[src/rtl/instruction_cache_pkg.sv]
// Shared cache definitions: FSM state encoding, default geometry and address field widths.
// Optional statistics counters are enabled with the INSTRUCTION_CACHE_STATS_EN macro.
package instruction_cache_pkg;

    typedef enum logic {
        CACHE_STATE_IDLE   = 1'b0,
        CACHE_STATE_REFILL = 1'b1
    } cache_state_e;

    localparam int unsigned DEFAULT_LINE_COUNT  = 64;
    localparam int unsigned DEFAULT_INDEX_WIDTH = 6;
    localparam int unsigned WORD_OFFSET_WIDTH   = 2;
    localparam int unsigned ADDR_WIDTH          = 32;
    localparam int unsigned DATA_WIDTH          = 32;

endpackage

[src/rtl/instruction_cache_array.sv]
// Valid/tag/data storage for the direct-mapped instruction cache.
// Combinational read port, one synchronous write port and a synchronous clear of all valid bits.
module instruction_cache_array
    import instruction_cache_pkg::*;
#(
    parameter int unsigned LINE_COUNT  = DEFAULT_LINE_COUNT,
    parameter int unsigned INDEX_WIDTH = DEFAULT_INDEX_WIDTH,
    parameter int unsigned TAG_WIDTH   = ADDR_WIDTH - WORD_OFFSET_WIDTH - DEFAULT_INDEX_WIDTH
) (
    input  logic                   clock,
    input  logic                   reset,
    input  logic [INDEX_WIDTH-1:0] rd_index,
    output logic                   rd_valid,
    output logic [TAG_WIDTH-1:0]   rd_tag,
    output logic [DATA_WIDTH-1:0]  rd_data,
    input  logic                   wr_en,
    input  logic [INDEX_WIDTH-1:0] wr_index,
    input  logic [TAG_WIDTH-1:0]   wr_tag,
    input  logic [DATA_WIDTH-1:0]  wr_data,
    input  logic                   clear_all
);

    logic [LINE_COUNT-1:0] valid_q, valid_d;
    logic [TAG_WIDTH-1:0]  tag_mem  [LINE_COUNT];
    logic [DATA_WIDTH-1:0] data_mem [LINE_COUNT];

    // A clear in the same cycle as a write leaves the freshly written line invalid.
    always_comb begin
        valid_d = valid_q;
        if (clear_all) begin
            valid_d = '0;
        end else if (wr_en) begin
            valid_d[wr_index] = 1'b1;
        end
    end

    always_ff @(posedge clock or negedge reset) begin
        if (!reset) begin
            valid_q <= '0;
        end else begin
            valid_q <= valid_d;
        end
    end

    always_ff @(posedge clock) begin
        if (wr_en) begin
            tag_mem[wr_index]  <= wr_tag;
            data_mem[wr_index] <= wr_data;
        end
    end

    assign rd_valid = valid_q[rd_index];
    assign rd_tag   = tag_mem[rd_index];
    assign rd_data  = data_mem[rd_index];

endmodule

[src/rtl/instruction_cache.sv]
// Direct-mapped, one-word-per-line instruction cache with a single-word refill handshake.
// Define INSTRUCTION_CACHE_STATS_EN to add hit_count/miss_count outputs.
module instruction_cache
    import instruction_cache_pkg::*;
#(
    parameter int unsigned LINE_COUNT  = DEFAULT_LINE_COUNT,
    parameter int unsigned INDEX_WIDTH = DEFAULT_INDEX_WIDTH
) (
    input  logic        clock,
    input  logic        reset,
    input  logic        chip_enable,
    input  logic [31:0] address,
    output logic [31:0] data,
    output logic        stall,
    input  logic        invalidate,
    output logic        memory_read_enable,
    output logic [31:0] memory_address,
    input  logic [31:0] memory_data,
    input  logic        memory_ready
`ifdef INSTRUCTION_CACHE_STATS_EN
    ,
    output logic [31:0] hit_count,
    output logic [31:0] miss_count
`endif
);

    localparam int unsigned TAG_LSB   = INDEX_WIDTH + WORD_OFFSET_WIDTH;
    localparam int unsigned TAG_WIDTH = ADDR_WIDTH - TAG_LSB;

    cache_state_e           state_q, state_d;
    logic                   mem_req_q, mem_req_d;
    logic [31:0]            mem_addr_q, mem_addr_d;
    logic [INDEX_WIDTH-1:0] lookup_index, refill_index;
    logic [TAG_WIDTH-1:0]   lookup_tag, refill_tag, line_tag;
    logic                   line_valid;
    logic [31:0]            line_data;
    logic                   hit, idle_lookup, refill_done;
    logic                   unused_addr_bits;

    assign lookup_index     = address[TAG_LSB-1:WORD_OFFSET_WIDTH];
    assign lookup_tag       = address[ADDR_WIDTH-1:TAG_LSB];
    assign refill_index     = mem_addr_q[TAG_LSB-1:WORD_OFFSET_WIDTH];
    assign refill_tag       = mem_addr_q[ADDR_WIDTH-1:TAG_LSB];
    assign unused_addr_bits = ^address[WORD_OFFSET_WIDTH-1:0];

    assign hit         = line_valid && (line_tag == lookup_tag);
    assign idle_lookup = (state_q == CACHE_STATE_IDLE) && chip_enable;
    // Refill writes go to the latched address, so a CPU address change mid-refill is harmless.
    assign refill_done = (state_q == CACHE_STATE_REFILL) && memory_ready;

    instruction_cache_array #(
        .LINE_COUNT  (LINE_COUNT),
        .INDEX_WIDTH (INDEX_WIDTH),
        .TAG_WIDTH   (TAG_WIDTH)
    ) u_array (
        .clock     (clock),
        .reset     (reset),
        .rd_index  (lookup_index),
        .rd_valid  (line_valid),
        .rd_tag    (line_tag),
        .rd_data   (line_data),
        .wr_en     (refill_done),
        .wr_index  (refill_index),
        .wr_tag    (refill_tag),
        .wr_data   (memory_data),
        .clear_all (invalidate)
    );

    always_ff @(posedge clock or negedge reset) begin
        if (!reset) begin
            state_q <= CACHE_STATE_IDLE;
        end else begin
            state_q <= state_d;
        end
    end

    always_comb begin
        state_d = state_q;
        case (state_q)
            CACHE_STATE_IDLE:   if (chip_enable && !hit) state_d = CACHE_STATE_REFILL;
            CACHE_STATE_REFILL: if (memory_ready) state_d = CACHE_STATE_IDLE;
        endcase
    end

    // CPU-side outputs are combinational; the memory request is registered from the next state.
    always_comb begin
        data       = '0;
        stall      = 1'b0;
        mem_req_d  = (state_d == CACHE_STATE_REFILL);
        mem_addr_d = mem_addr_q;
        case (state_q)
            CACHE_STATE_IDLE: begin
                if (chip_enable) begin
                    if (hit) begin
                        data = line_data;
                    end else begin
                        stall      = 1'b1;
                        mem_addr_d = {address[ADDR_WIDTH-1:WORD_OFFSET_WIDTH], WORD_OFFSET_WIDTH'(0)};
                    end
                end
            end
            CACHE_STATE_REFILL: stall = 1'b1;
        endcase
    end

    always_ff @(posedge clock or negedge reset) begin
        if (!reset) begin
            mem_req_q  <= 1'b0;
            mem_addr_q <= '0;
        end else begin
            mem_req_q  <= mem_req_d;
            mem_addr_q <= mem_addr_d;
        end
    end

    assign memory_read_enable = mem_req_q;
    assign memory_address     = mem_addr_q;

`ifdef INSTRUCTION_CACHE_STATS_EN
    logic [31:0] hit_count_q, hit_count_d;
    logic [31:0] miss_count_q, miss_count_d;

    // Counters wrap naturally and are untouched by invalidate.
    always_comb begin
        hit_count_d  = hit_count_q + 32'(idle_lookup && hit);
        miss_count_d = miss_count_q + 32'(idle_lookup && !hit);
    end

    always_ff @(posedge clock or negedge reset) begin
        if (!reset) begin
            hit_count_q  <= '0;
            miss_count_q <= '0;
        end else begin
            hit_count_q  <= hit_count_d;
            miss_count_q <= miss_count_d;
        end
    end

    assign hit_count  = hit_count_q;
    assign miss_count = miss_count_q;
`else
    logic unused_idle_lookup;
    assign unused_idle_lookup = idle_lookup;
`endif

endmodule

[config.mk]
export PLATFORM = sky130hd
export DESIGN_NAME = instruction_cache
export DESIGN_NICKNAME = d
export VERILOG_FILES = /design/src/rtl/instruction_cache_pkg.sv /design/src/rtl/instruction_cache_array.sv /design/src/rtl/instruction_cache.sv
export SDC_FILE = /design/constraint.sdc
export NUM_CORES = 2
export LEC_CHECK = 0
export CAP_MARGIN = 20
export CORE_MARGIN = 3
export CORE_UTILIZATION = 57
export CTS_BUF_LIST = sky130_fd_sc_hd__clkbuf_2
export DETAILED_ROUTE_END_ITERATION = 10
export PLACE_DENSITY = 0.79
export REMOVE_ABC_BUFFERS = 1
export SETUP_SLACK_MARGIN = 0.2
export SKIP_CTS_REPAIR_TIMING = 1
export SLEW_MARGIN = 40
export SYNTH_ARGS = -nofsm -noshare
export SYNTH_HDL_FRONTEND = slang
export SYNTH_SLANG_ARGS = --single-unit
[constraint.sdc]
create_clock -name clock -period 7.45 [get_ports clock]
set_input_delay 1.49 -clock clock [delete_from_list [all_inputs] [get_ports clock]]
set_output_delay 1.49 -clock clock [all_outputs]
set_load 0.02 [all_outputs]
### Wiring by layer

The bar under the picture is 200 um long.
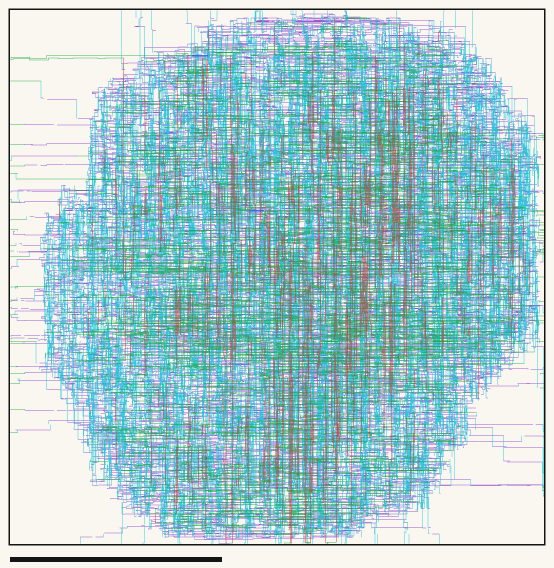
[metal 2] cyan | wire length: 190 mm
[metal 4] red | wire length: 25.4 mm
[metal 3] green | wire length: 62.6 mm
[metal 5] blue | wire length: 24.8 um
[metal 1] purple | wire length: 129 mm

### Sequential cells colored by netlist name

The bar under the picture is 200 um long. Other sequential cells in the stronger gray, the rest of the logic in the fainter gray.
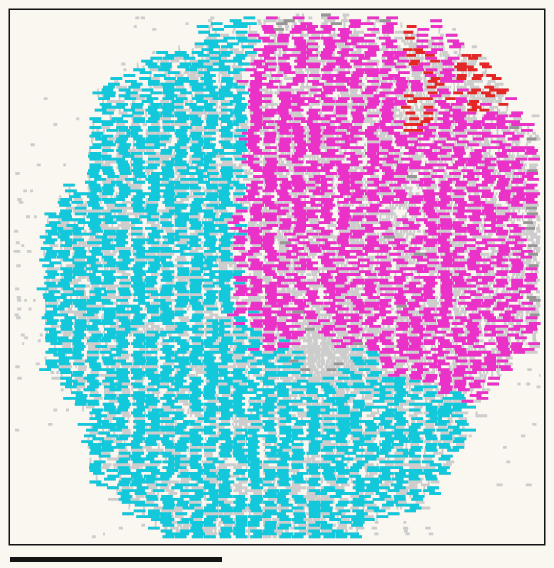
[`u_array.tag_mem`] magenta | placed flops: 1536
[`u_array.valid_q`] red | placed flops: 64 | where: top right
[`u_array.data_mem`] cyan | placed flops: 2048
not colored: 31

### A small window of the routed layout

The bar under the picture is 5 um long. Window x 242 to 262, y 343 to 363 um. Cells in gray, sequential cells in the stronger gray; small squares are vias.
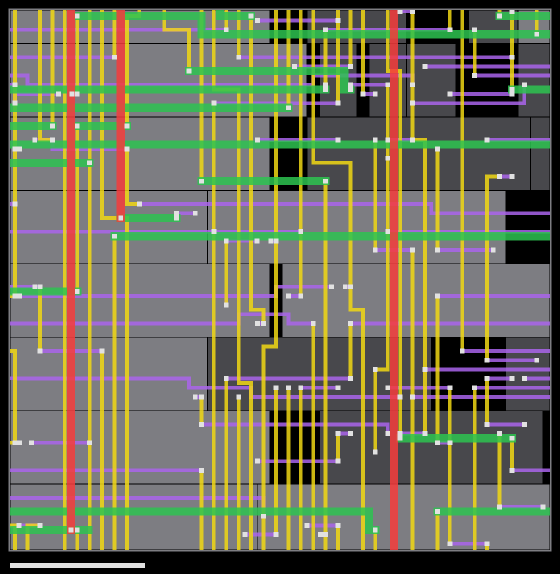
[metal 4] red
[metal 3] green
[metal 1] purple
[metal 2] yellow
cells with their middle in the window: 16
sequential cells in the window: 10
most frequent: edfxtp_1 (10), mux4_2 (3)
netlist names of flops here include: `u_array.tag_mem` (10)

### Routing congestion map

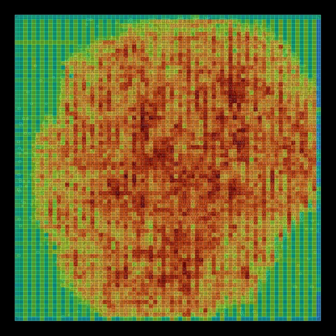
global routing usage on met1: 0.411
met3 usage: 0.100
all-layer global routing usage: 0.315
GR Layer Usage met2: 0.478

==> flow_metrics.py <==
# Physical implementation metrics
metrics = {
    "power": {
        "p_comb_frac": 0.069,
    },
    "place": {
        "place_hpwl_um": 213000,
        "globalplace.congestion": 0.867,
    },
    "worst_setup_path": {
        "crit_path_frequent_cell": "buf_12",
        "critPathMaxFanout": 26,
        "crit_path_max_incr_delay_ns": 0.64,
        "reg2reg_setup_slack_ns": 3.27,
    },
    "final_timing": {
        "worstMarginPinSlew_ns": 1.39,
        "setup_viol": 7,
        "layout_min_cycle_time_ns": 7.54,
        "max_clock_freq_mhz": 133,
        "rsz_0062_raised_after_global_routing": "yes",
        "finalWorstSetupSlack_ns": -0.0932,
    },
    "logic_synthesis": {
        "synth.top_cell.area_share": 0.762,
        "synth.largest_area_cell": "edfxtp_1",
    },
    "detailed_routing": {
        "routed_length_on_met1_um": 129000,
        "met3_length_um": 62600,
    },
    "clock_network": {
        "insertion_delay_late_pin_ns": 2.19,
        "tritoncts_sinks": 3679,
    },
    "run_status": {
        "failed_checks": "negative setup slack",
        "result_of_the_run": "finished, violations left",
    },
}
## path summary, 6_finish.rpt
path / startpoint / to / cells after the start
min in group asynchronous: reset / u_array.valid_q[47] / 3
max reg2reg: u_array.tag_mem[23][10] / memory_address[3] / 11
min reg2reg: u_array.valid_q[61] / u_array.valid_q[61] / 2
min: address[17] / memory_address[17] / 2
max: address[2] / data[22] / 20
max in group asynchronous: reset / memory_address[30] / 4
## layout make-up
class	count	area, um2	area share
Inverter	7	28.8	0.000181
Clock inverter	276	1570	0.00988
Timing Repair Buffer	570	6270	0.0395
Multi-Input combinational cell	2109	30300	0.191
Clock buffer	1253	6270	0.0395
Sequential cell	3679	110000	0.694
Antenna cell	8	20.0	0.000126
Tap cell	3312	4140	0.0261
## placed cells by master (no fill, tap or decap), drive strengths merged, types with 15 or more instances in the layout
| master | synthesis | routed |
|---|---|---|
| a211oi | 27 | 27 |
| a21oi | 26 | 26 |
| a221oi | 25 | 25 |
| a22oi | 99 | 99 |
| buf | 200 | 470 |
| bufinv | 0 | 15 |
| clkbuf | 127 | 1257 |
| clkdlybuf4s50 | 0 | 71 |
| clkinv | 1 | 244 |
| dfrtp | 95 | 95 |
| dlygate4sd3 | 0 | 24 |
| edfxtp | 3584 | 3584 |
| inv | 6 | 20 |
| mux2 | 46 | 46 |
| mux2i | 279 | 279 |
| mux4 | 947 | 947 |
| nand2 | 77 | 77 |
| nand3 | 62 | 62 |
| nand4 | 22 | 22 |
| nor2 | 205 | 205 |
| nor2b | 57 | 57 |
| nor3 | 16 | 16 |
| o21ai | 29 | 29 |
| o22ai | 23 | 23 |
## flip-flops by register name, summed over array words and instances (netlist names)
signal              flops
memory_address         30
memory_read_enable      1
u_array.data_mem     2048
u_array.tag_mem      1536
u_array.valid_q        64
## through the flow
step / hold slack [ns] / cell area (um2) / util / setup slack (ns)
CTS: -0.718 / 158000 / 0.640 / -1.00
finish: 0.110 / 159000 / 0.645 / -0.0932
detailed placement: 0.485 / 150000 / 0.609 / -0.430
global placement: 0.474 / 149000 / 0.605 / -0.441
floorplan: 0.461 / 140000 / - / 0.233
global route: 0.0613 / 159000 / 0.644 / -0.281
## power by group through the flow
| stage | sequential (mW) | combinational, mW | clock (mW) |
|---|---|---|---|
| 3_3_place_gp | 24.1 | 2.50 | 0 |
| 2_1_floorplan | 24.3 | 0.973 | 0 |
| 6_report | 23.7 | 2.70 | 13.0 |
| 5_1_grt | 23.7 | 2.81 | 14.1 |
| 4_1_cts | 23.7 | 2.62 | 13.0 |
| 3_5_place_dp | 24.2 | 2.60 | 0 |
## logic make-up after synthesis
| group | share of synthesized area |
|---|---|
| mux | 0.174 |
| other cells | 0.0000265 |
| simple gates | 0.0171 |
| compound gates | 0.0162 |
| buf+inv | 0.0124 |
| xor+xnor | 0.00130 |
| flops | 0.779 |
## per-layer routing
metal	track usage	vias to the layer above
li1	-	28848
met5	0	-
met2	0.478	7280
met4	0.169	4
met1	0.411	38819
met3	0.100	1365
Power and IR drop assume default switching activity.
